--- config.mk ---
export PLATFORM = sky130hd
export DESIGN_NAME = dmem_arbiter
export DESIGN_NICKNAME = d
export VERILOG_FILES = /design/src/rtl/dmem_arbiter_pkg.sv /design/src/rtl/dmem_lane_merge.sv /design/src/rtl/dmem_arbiter.sv
export SDC_FILE = /design/constraint.sdc
export NUM_CORES = 1
export LEC_CHECK = 0
export CAP_MARGIN = 30
export CORE_UTILIZATION = 36
export DETAILED_ROUTE_END_ITERATION = 8
export PLACE_DENSITY = 0.81
export SETUP_SLACK_MARGIN = 0.1
export SLEW_MARGIN = 15
export SYNTH_ARGS = -nofsm -noshare
export SYNTH_HDL_FRONTEND = slang
export SYNTH_HIERARCHICAL = 1
export SYNTH_SLANG_ARGS = --single-unit
--- constraint.sdc ---
create_clock -name clk -period 5.1 [get_ports clk]
set_clock_uncertainty 0.2 [all_clocks]
set_input_delay 1.02 -clock clk [delete_from_list [all_inputs] [get_ports clk]]
set_output_delay 1.02 -clock clk [all_outputs]
set_load 0.02 [all_outputs]
--- src/rtl/dmem_arbiter_pkg.sv ---
// Shared codes for the data-memory arbiter: data-type codes, sequencer states
// and grant-owner codes.
package dmem_arbiter_pkg;

  localparam logic [2:0] DATATYPE_BYTE  = 3'd0;
  localparam logic [2:0] DATATYPE_HALF  = 3'd1;
  localparam logic [2:0] DATATYPE_WORD  = 3'd2;
  localparam logic [2:0] DATATYPE_UBYTE = 3'd4;
  localparam logic [2:0] DATATYPE_UHALF = 3'd5;

  typedef enum logic [1:0] {
    DMEM_IDLE    = 2'd0,
    DMEM_LD_RESP = 2'd1,
    DMEM_RMW_RD  = 2'd2,
    DMEM_RMW_WR  = 2'd3
  } dmem_state_e;

  localparam logic OWNER_CORE = 1'b0;
  localparam logic OWNER_EXT  = 1'b1;

  function automatic logic is_subword(input logic [2:0] dtype);
    return (dtype == DATATYPE_BYTE) || (dtype == DATATYPE_UBYTE) ||
           (dtype == DATATYPE_HALF) || (dtype == DATATYPE_UHALF);
  endfunction

endpackage

--- src/rtl/dmem_lane_merge.sv ---
// Combinational store-lane merge: replaces the byte or halfword selected by
// addr_lo/dtype inside old_word; word-class codes return new_data unchanged.
module dmem_lane_merge
  import dmem_arbiter_pkg::*;
#(
  parameter int DATA_W = 32,
  parameter int DT_W   = 3
) (
  input  logic [DATA_W-1:0] old_word,
  input  logic [DATA_W-1:0] new_data,
  input  logic [1:0]        addr_lo,
  input  logic [DT_W-1:0]   dtype,
  output logic [DATA_W-1:0] merged
);

  always_comb begin
    merged = old_word;
    case (dtype)
      DATATYPE_BYTE, DATATYPE_UBYTE: merged[8*addr_lo +: 8] = new_data[7:0];
      // addr_lo[0] is deliberately ignored for halfwords
      DATATYPE_HALF, DATATYPE_UHALF: merged[16*addr_lo[1] +: 16] = new_data[15:0];
      default:                       merged = new_data;
    endcase
  end

endmodule

--- src/rtl/dmem_arbiter.sv ---
// Arbiter/sequencer for the single-port data BRAM shared by the core and an
// external word-wide master. Optional macro: DMEM_ARB_ROUND_ROBIN_EN.
module dmem_arbiter
  import dmem_arbiter_pkg::*;
#(
  parameter int ADDR_W = 32,
  parameter int DATA_W = 32,
  parameter int DT_W   = 3
) (
  input  logic              clk,
  input  logic              rst,
  input  logic              core_req_i,
  input  logic              core_we_i,
  input  logic [ADDR_W-1:0] core_addr_i,
  input  logic [DATA_W-1:0] core_wdata_i,
  input  logic [DT_W-1:0]   core_dtype_i,
  output logic              core_gnt_o,
  output logic              core_rvalid_o,
  output logic [DATA_W-1:0] core_rdata_o,
  output logic              core_stall_o,
  input  logic              ext_req_i,
  input  logic              ext_we_i,
  input  logic [ADDR_W-1:0] ext_addr_i,
  input  logic [DATA_W-1:0] ext_wdata_i,
  output logic              ext_gnt_o,
  output logic              ext_rvalid_o,
  output logic [DATA_W-1:0] ext_rdata_o,
  output logic              mem_en_o,
  output logic              mem_we_o,
  output logic [ADDR_W-1:0] mem_addr_o,
  output logic [DATA_W-1:0] mem_wdata_o,
  input  logic [DATA_W-1:0] mem_rdata_i
);

  localparam logic [ADDR_W-1:0] WORD_MASK = ~(ADDR_W'(3));

  dmem_state_e       state, state_nxt;
  logic              owner_p1;
  logic [ADDR_W-1:0] addr_p1;
  logic [DATA_W-1:0] wdata_p1;
  logic [DT_W-1:0]   dtype_p1;
  logic              core_first;
  logic              pick_core, pick_ext;
  logic [DATA_W-1:0] merged;

`ifdef DMEM_ARB_ROUND_ROBIN_EN
  logic last_ext;

  // Resets to ext so the core wins the first tie.
  always_ff @(posedge clk) begin
    if (rst)                        last_ext <= 1'b1;
    else if (pick_core || pick_ext) last_ext <= pick_ext;
  end

  assign core_first = last_ext;
`else
  assign core_first = 1'b1;
`endif

  always_comb begin
    pick_core = 1'b0;
    pick_ext  = 1'b0;
    if (!rst && state == DMEM_IDLE) begin
      pick_core = core_req_i && (!ext_req_i || core_first);
      pick_ext  = ext_req_i && !pick_core;
    end
  end

  always_ff @(posedge clk) begin
    if (rst) begin
      state    <= DMEM_IDLE;
      owner_p1 <= OWNER_EXT;
    end else begin
      state <= state_nxt;
      if (pick_core)     owner_p1 <= OWNER_CORE;
      else if (pick_ext) owner_p1 <= OWNER_EXT;
    end
  end

  // Grant stage: only core stores can need read-modify-write, so only they are captured.
  always_ff @(posedge clk) begin
    if (pick_core) begin
      addr_p1  <= core_addr_i;
      wdata_p1 <= core_wdata_i;
      dtype_p1 <= core_dtype_i;
    end
  end

  dmem_lane_merge #(
    .DATA_W (DATA_W),
    .DT_W   (DT_W)
  ) u_lane_merge (
    .old_word (mem_rdata_i),
    .new_data (wdata_p1),
    .addr_lo  (addr_p1[1:0]),
    .dtype    (dtype_p1),
    .merged   (merged)
  );

  always_comb begin
    state_nxt     = state;
    core_gnt_o    = pick_core;
    ext_gnt_o     = pick_ext;
    core_rvalid_o = 1'b0;
    core_rdata_o  = '0;
    ext_rvalid_o  = 1'b0;
    ext_rdata_o   = '0;
    mem_en_o      = 1'b0;
    mem_we_o      = 1'b0;
    mem_addr_o    = '0;
    mem_wdata_o   = '0;
    core_stall_o  = 1'b0;
    if (!rst) begin
      core_stall_o = (core_req_i && !pick_core) ||
                     (state != DMEM_IDLE && owner_p1 == OWNER_CORE);
      case (state)
        DMEM_IDLE: begin
          if (pick_core) begin
            mem_en_o   = 1'b1;
            mem_addr_o = core_addr_i & WORD_MASK;
            if (!core_we_i) begin
              state_nxt = DMEM_LD_RESP;
            end else if (is_subword(core_dtype_i)) begin
              state_nxt = DMEM_RMW_RD;
            end else begin
              mem_we_o    = 1'b1;
              mem_wdata_o = core_wdata_i;
            end
          end else if (pick_ext) begin
            mem_en_o   = 1'b1;
            mem_addr_o = ext_addr_i & WORD_MASK;
            if (ext_we_i) begin
              mem_we_o    = 1'b1;
              mem_wdata_o = ext_wdata_i;
            end else begin
              state_nxt = DMEM_LD_RESP;
            end
          end
        end
        DMEM_LD_RESP: begin
          if (owner_p1 == OWNER_CORE) begin
            core_rvalid_o = 1'b1;
            core_rdata_o  = mem_rdata_i;
          end else begin
            ext_rvalid_o = 1'b1;
            ext_rdata_o  = mem_rdata_i;
          end
          state_nxt = DMEM_IDLE;
        end
        // BRAM enable stays low here so its output holds the old word into RMW_WR.
        DMEM_RMW_RD: state_nxt = DMEM_RMW_WR;
        DMEM_RMW_WR: begin
          mem_en_o    = 1'b1;
          mem_we_o    = 1'b1;
          mem_addr_o  = addr_p1 & WORD_MASK;
          mem_wdata_o = merged;
          state_nxt   = DMEM_IDLE;
        end
        default: state_nxt = DMEM_IDLE;
      endcase
    end
  end

endmodule

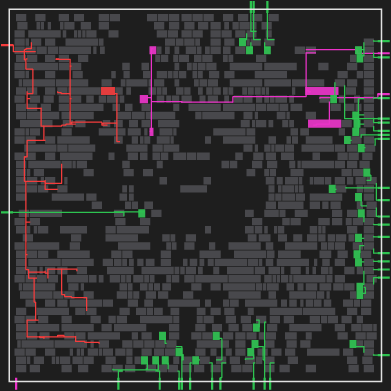
Figure 1: run 1, I/O nets highlighted.
Scale: 3 px per µm.
Magenta is `core_dtype_i`, direction input, edge 2 east, 1 south, end cells 5, buffers 2, wire 163 µm. Green is `ext_rdata_o`, direction output, edge 18 east, 10 south, 3 north, 1 west, end cells 32, buffers 32, wire 359 µm. Red is `ext_gnt_o`, direction output, edge west, end cells 1, buffers 2, wire 322 µm.

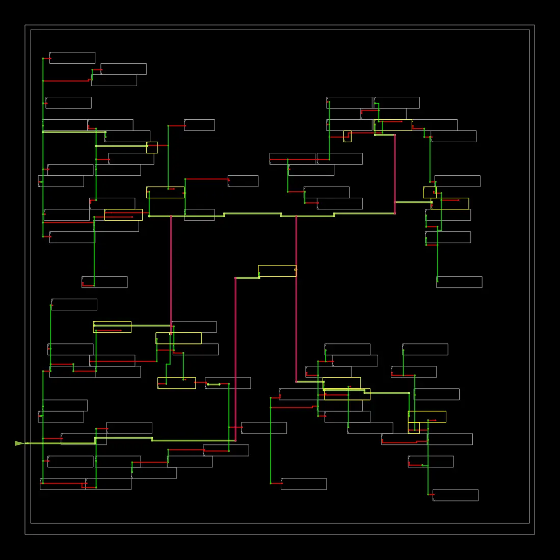
Figure 2: run 1, the clock network.
Clock Latency Late Sink: 0.34 ns
registers: 69
CTS Buf Count: 9
clkbuf count: 9

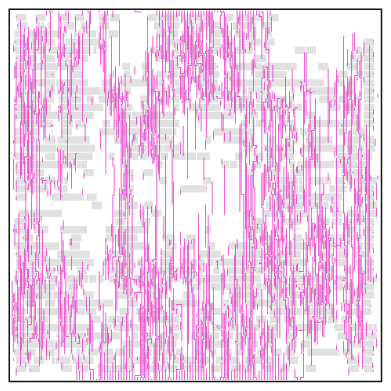
Figure 3: run 1, M2 wires.
Scale: 3 px per µm. Cells faint in the background.
879 nets have wire on it. The layer carries 10500 µm of wire. The wires run mostly vertical. The longest straight run is 68.8 µm. The layer holds 51% of the routed length.

==> notes.md, run 1 <==
flow finished, numbers: Post-CTS Hold Buffers 0, postcts setup bufs 0, Slew Viols, Final 0, Synth Warn # 6, chip height 124 µm, Clk pwr share 27.4%, headroom to the max-slew limit 46.2%, GPL Wtd Cong 0.873, Ports 304, Chip Width 124 µm, Antenna diodes 0, grt ovf 0, maximum fanout along the worst path 11, Total Routing Usage GR 26.4%, Final Critical Period 4.76 ns, CTS sink cnt 69, via count 5791, RSZ-0062 raised after global routing false, clk root buf clkbuf_16, Die Area 15300 µm², Row Count 44, global-route wire length before repair 29500 µm, Final Hold Fails 0, post-detailed-route wirelength per cell 20.5 µm, Setup crit end kind primary output, Worst path slowest cell clkdlybuf4s50_1, Final ANT Viol Nets 0, worst slew pin tran 0.807 ns, CP top delay family buffers and inverters, Final Util 60.8%, Place WS 0.316 ns, largest net degree at the start of global routing 46, Buf/Inv on CP 4, Port Buffers 298, fin worst setup slack 0.343 ns, Area Overhead vs Synth 65.5%, total length of routed wires 20700 µm, cells after synthesis 544, final period utilization 93.3%, # setup viols final 0, total power 2.46 mW, Hold Crit Class reg2reg, PwrDens 280 nW/µm², Tool Warnings 37, status finished, final reports clean, combinational fraction of design power 41.9%, Crit Path Category in2out, PostCTS Resize Cnt 0, initial DRC count 505, htree depth 3, vias per inst 5.72, vias in the first global route 5226, CTS tree built, nets 1003, VDD IR max 0.203 mV, fmax 210 MHz, HPWL after detailed placement 15700 µm, layout cells sized above 1 8.33%, switching share of power 34.5%, fillers 1227, total negative slack 0 ns, CP cell instances clkdlybuf4s50_1, buf_4, and3_1, buf_4, o21ai_0, a21oi_1, clkdlybuf4s50_1, clock-pin slew of the registers on the worst-case setup and hold paths 0.06 ns, Top cell excl fill/tap clkdlybuf4s50_1, DRC viols 0, net switching power 0.849 mW, cell area after synthesis 5320 µm², most frequent cells in the layout clkdlybuf4s50_1, and2_1, edfxtp_1, initial antenna violation count 0, Syn Area/Cell 9.78 µm², max-cap viol count 0, core area 14500 µm², leak pwr 3.25 nW, Longest Clk Path Bufs 2, Crit path largest cell delay 0.65 ns, Internal 1.61 mW, Fin Hold WS 0.335 ns, Startpoint Class input port, Pre-Repair DR Iteration Count 7, Starting Density 36.7%
-- run 1: power by group through the flow --
stage	clock (mW)	sequential, mW	combinational, mW
global placement	0	0.766	1.02
finish	0.675	0.758	1.03
CTS	0.687	0.756	1.03
global route	0.706	0.764	1.11
detailed placement	0	0.767	1.03
floorplan	0	0.742	0.580
-- run 1: cell type report --
class                   count  area, µm²  area share, %
flip-flops and latches     69       2040           23.2
repair buffers            322       3190           36.2
clock inverters             6       88.8           1.01
inverters                  16       61.3          0.696
multi-input cells         406       2970           33.7
well taps                 184        230           2.62
clock buffers               9        225           2.56
-- run 1: tightest hold or removal path, delay by kind of cell (launching register included) --
kind             cells  cell delay (ns)
flip-flops           1             0.34
AND/OR/NAND/NOR      1             0.09
multiplexers         1             0.06
-- run 1: flip-flops by register name, indices dropped and copies added, names as in the netlist --
signal / flops
wdata_p1: 32
owner_p1: 1
dtype_p1: 2
addr_p1: 32
state: 2
-- run 1: worst paths after layout --
check / start / endpoint / slack [ns] / cells after the start
worst max-delay path: core_req_i / mem_we_o / 0.34 / 7
worst min-delay path: state[1]$_SDFFE_PP0P_ / state[1]$_SDFFE_PP0P_ / 0.34 / 2
worst max register to register: state[0]$_SDFFE_PP0P_ / wdata_p1[29]$_DFFE_PP_ / 2.52 / 6
worst min register to register: state[1]$_SDFFE_PP0P_ / state[1]$_SDFFE_PP0P_ / 0.34 / 2
-- run 1: through the flow --
step,cell area (µm²),std cells
6_report,8800,1012
4_1_cts,8800,1012
2_1_floorplan,5330,545
3_3_place_gp,8490,997
5_1_grt,8800,1012
3_5_place_dp,8490,997
-- run 1: per-layer routing --
metal,up-vias,global-route usage [%],routed length [µm]
li1,2692,-,-
met1,2731,30.1,7690
met2,331,45.9,10500
met3,37,8.03,1980
met4,0,10.0,558
met5,-,0,0
==> run 1 -> run 2 <==
--- a/config.mk
+++ b/config.mk
@@ -6,6 +6,7 @@
 export NUM_CORES = 1
 export LEC_CHECK = 0
 export CAP_MARGIN = 30
+export CORE_MARGIN = 4
 export CORE_UTILIZATION = 36
 export DETAILED_ROUTE_END_ITERATION = 8
 export PLACE_DENSITY = 0.81
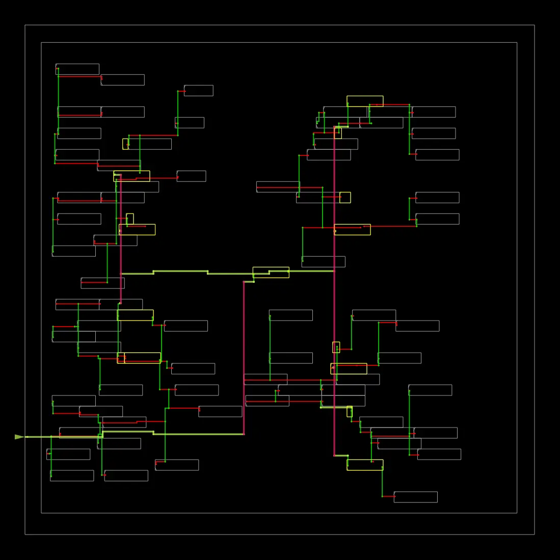
Figure 4: run 2, the clock network.
CTS sink cnt: 69
Clk power: 0.561 mW
Clock Latency Late Sink: 0.33 ns

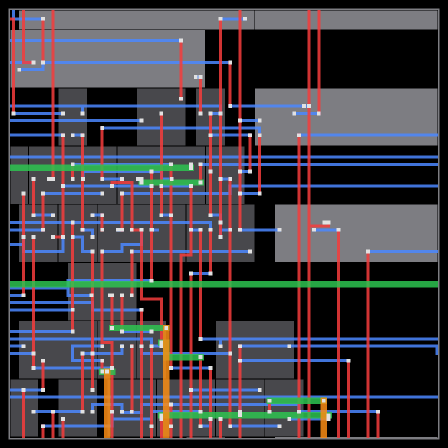
Figure 5: run 2, a small window of the routed layout.
Window x 87 to 107, y 87 to 107 µm. Cells in gray, sequential cells in the stronger gray; small squares are vias.
Orange is M4. Blue is M1. Green is M3. Red is M2.
23 logic cells have their middle in the window. Sequential cells in the window: 3.

==> notes.md, run 2 <==
flow finished, numbers: Crit path largest cell delay 0.68 ns (+0.03 ns), most frequent cells in the layout clkdlybuf4s50_1, and2_1, edfxtp_1, Die Area 16800 µm² (+9.9%), Crit Path Category reg2out, GRT Max-Usage Layer met2, hold worst-path end state[1]$_SDFFE_PP0P_, core area 14500 µm² (unchanged), Final Hold Fails 0 (unchanged), Final Util 60.3% (-0.46 points), Pre-Repair DR Iteration Count 7 (unchanged), HPWL after detailed placement 16400 µm (+4.3%), fmax 214 MHz (+1.9%), Port Buffers 298 (unchanged), Routed met1 length 7720 µm (+0.35%), Total Routing Usage GR 24.3% (-2.1 points), postcts setup bufs 0 (unchanged), Internal 1.52 mW (-5.9%), largest net degree at the start of global routing 44 (-4.3%), CP startpoint dtype_p1[1]$_DFFE_PP_, Startpoint Class flip-flop, Worst Path Arrival 3.45 ns, CTS tree built, # setup viols final 0 (unchanged), RSZ-0062 raised after global routing false, total length of routed wires 21300 µm (+2.9%), register share of total power 32.2%, net switching power 0.833 mW (-1.8%), PostCTS Resize Cnt 0 (unchanged), Tool Warnings 37 (unchanged), Post-CTS Hold Buffers 0 (unchanged), initial antenna violation count 1 (+1), CP cell instances buf_4, nor3_1, a22o_1, a211o_1, and2_1, o21ai_0, nor3_1, clkdlybuf4s50_1, GPL Wtd Cong 0.846 (-3.0%), reg2reg setup slack 2.45 ns (-0.07 ns), met3 routed WL 2330 µm (+17%), Hold Crit Class reg2reg, max-cap viol count 0 (unchanged), Clk pwr share 23.8% (-3.6 points), Row Count 44 (unchanged), layout cells sized above 1 7.86% (-0.47 points), nets 1001 (-0.20%), leak pwr 3.22 nW (-0.94%), Highest Signal Layer met5, Final Critical Period 4.67 ns (-0.0894 ns), total negative slack 0 ns (unchanged), Final ANT Viol Nets 0 (unchanged), clock-pin slew of the registers on the worst-case setup and hold paths 0.06 ns (about the same), met1 Resource Use GR 26.6% (-3.5 points), Starting Density 36.7% (unchanged), htree depth 3 (unchanged), cell area after synthesis 5320 µm² (unchanged), CTS Buf Count 9 (unchanged), Syn Area/Cell 9.78 µm² (unchanged), reg-to-reg endpoint wdata_p1[12]$_DFFE_PP_, headroom to the max-slew limit 50.0% (+3.8 points), Slew Viols, Final 0 (unchanged), leading registers by flop count addr_p1 (32), wdata_p1 (32), combinational fraction of design power 43.9% (+2.0 points), hold path start state[1]$_SDFFE_PP0P_, maximum fanout along the worst path 16 (+5), PwrDens 269 nW/µm² (-3.8%), worst hold stages 2 (unchanged), worst slew pin tran 0.749 ns (-0.0574 ns), Chip Width 130 µm (+4.9%), status finished, final reports clean, met2 Usage GRT 43.8% (-2.1 points), Most Frequent Cell on Critical Path nor3_1, initial DRC count 539 (+6.7%), Sequential Area 2040 µm² (unchanged), clk root buf clkbuf_16, cells after synthesis 544 (unchanged), worst reg2reg path depth 6 (unchanged), VDD IR max 0.184 mV (-9.3%), CP top delay family simple AND/OR/NAND/NOR gates, start of the worst register-to-register path state[0]$_SDFFE_PP0P_, Longest Clk Path Bufs 2 (unchanged), logic area 2970 µm² (unchanged), final period utilization 91.5% (-1.8 points), metal2 WL 10600 µm (+1.7%), DRC viols 0 (unchanged), Ports 304 (unchanged), post-detailed-route wirelength per cell 21.1 µm (+3.0%), vias in the first global route 5762 (+10%), Top cell excl fill/tap clkdlybuf4s50_1, met3 Usage GRT 8.41% (+0.38 points), Worst EP required 3.88 ns, Synth Warn # 6 (unchanged), Setup crit end kind primary output, fillers 1262 (+2.9%), global-route wire length before repair 31300 µm (+6.1%), via count 5784 (-0.12%), Worst path slowest cell edfxtp_1, Antenna diodes 0 (unchanged), Buf/Inv on CP 2 (-2), Area Overhead vs Synth 64.2%, grt ovf 0 (unchanged), vias per inst 5.72 (about the same), switching share of power 35.4% (+0.96 points), chip height 130 µm (+4.9%)
## run 2: area by class of cell
| class | count | share of cell area [%] |
|---|---|---|
| repair buffers | 320 | 36.3 |
| multi-input cells | 406 | 34.0 |
| flip-flops and latches | 69 | 23.4 |
| clock buffers | 11 | 2.66 |
| well taps | 184 | 2.63 |
| inverters | 16 | 0.702 |
| clock inverters | 5 | 0.315 |
## run 2: stage by stage
stage	instance area, µm²	power, mW	cells	hold slack, ns	setup WS (ns)
2_1_floorplan	5330	1.32	545	0.284	0.827
4_1_cts	8740	2.37	1011	0.337	0.434
5_1_grt	8740	2.47	1011	0.361	0.237
6_report	8740	2.35	1011	0.336	0.433
3_5_place_dp	8480	1.80	995	0.327	0.454
3_3_place_gp	8480	1.79	995	0.309	0.425
## run 2: power by group through the flow
| stage | combinational [mW] | sequential [mW] | clock, mW |
|---|---|---|---|
| 2_1_floorplan | 0.580 | 0.742 | 0 |
| 3_3_place_gp | 1.02 | 0.766 | 0 |
| 3_5_place_dp | 1.03 | 0.768 | 0 |
| 4_1_cts | 1.04 | 0.757 | 0.577 |
| 5_1_grt | 1.11 | 0.762 | 0.594 |
| 6_report | 1.03 | 0.758 | 0.561 |
## run 2: worst max-delay path by stage
stage | endpoint | slack, ns | cells past startpoint
after detailed placement | mem_wdata_o[5] | 0.45 | 5
after CTS | mem_wdata_o[5] | 0.43 | 5
final | mem_wdata_o[30] | 0.43 | 8
after global routing | mem_wdata_o[28] | 0.24 | 9
after global placement | mem_wdata_o[5] | 0.42 | 5
after floorplan | mem_addr_o[22] | 0.83 | 5
## run 2: worst reg2reg max path, cell delays in order, from the launching register on
cell and delay [ns]:
dfxtp_1 0.32, inv_1 0.13, ha_1 0.42, buf_4 0.28
nand3b_2 0.24, clkinv_2 0.27, buf_4 0.42
Power figures rest on the tool's default switching activity, not on a simulated workload.
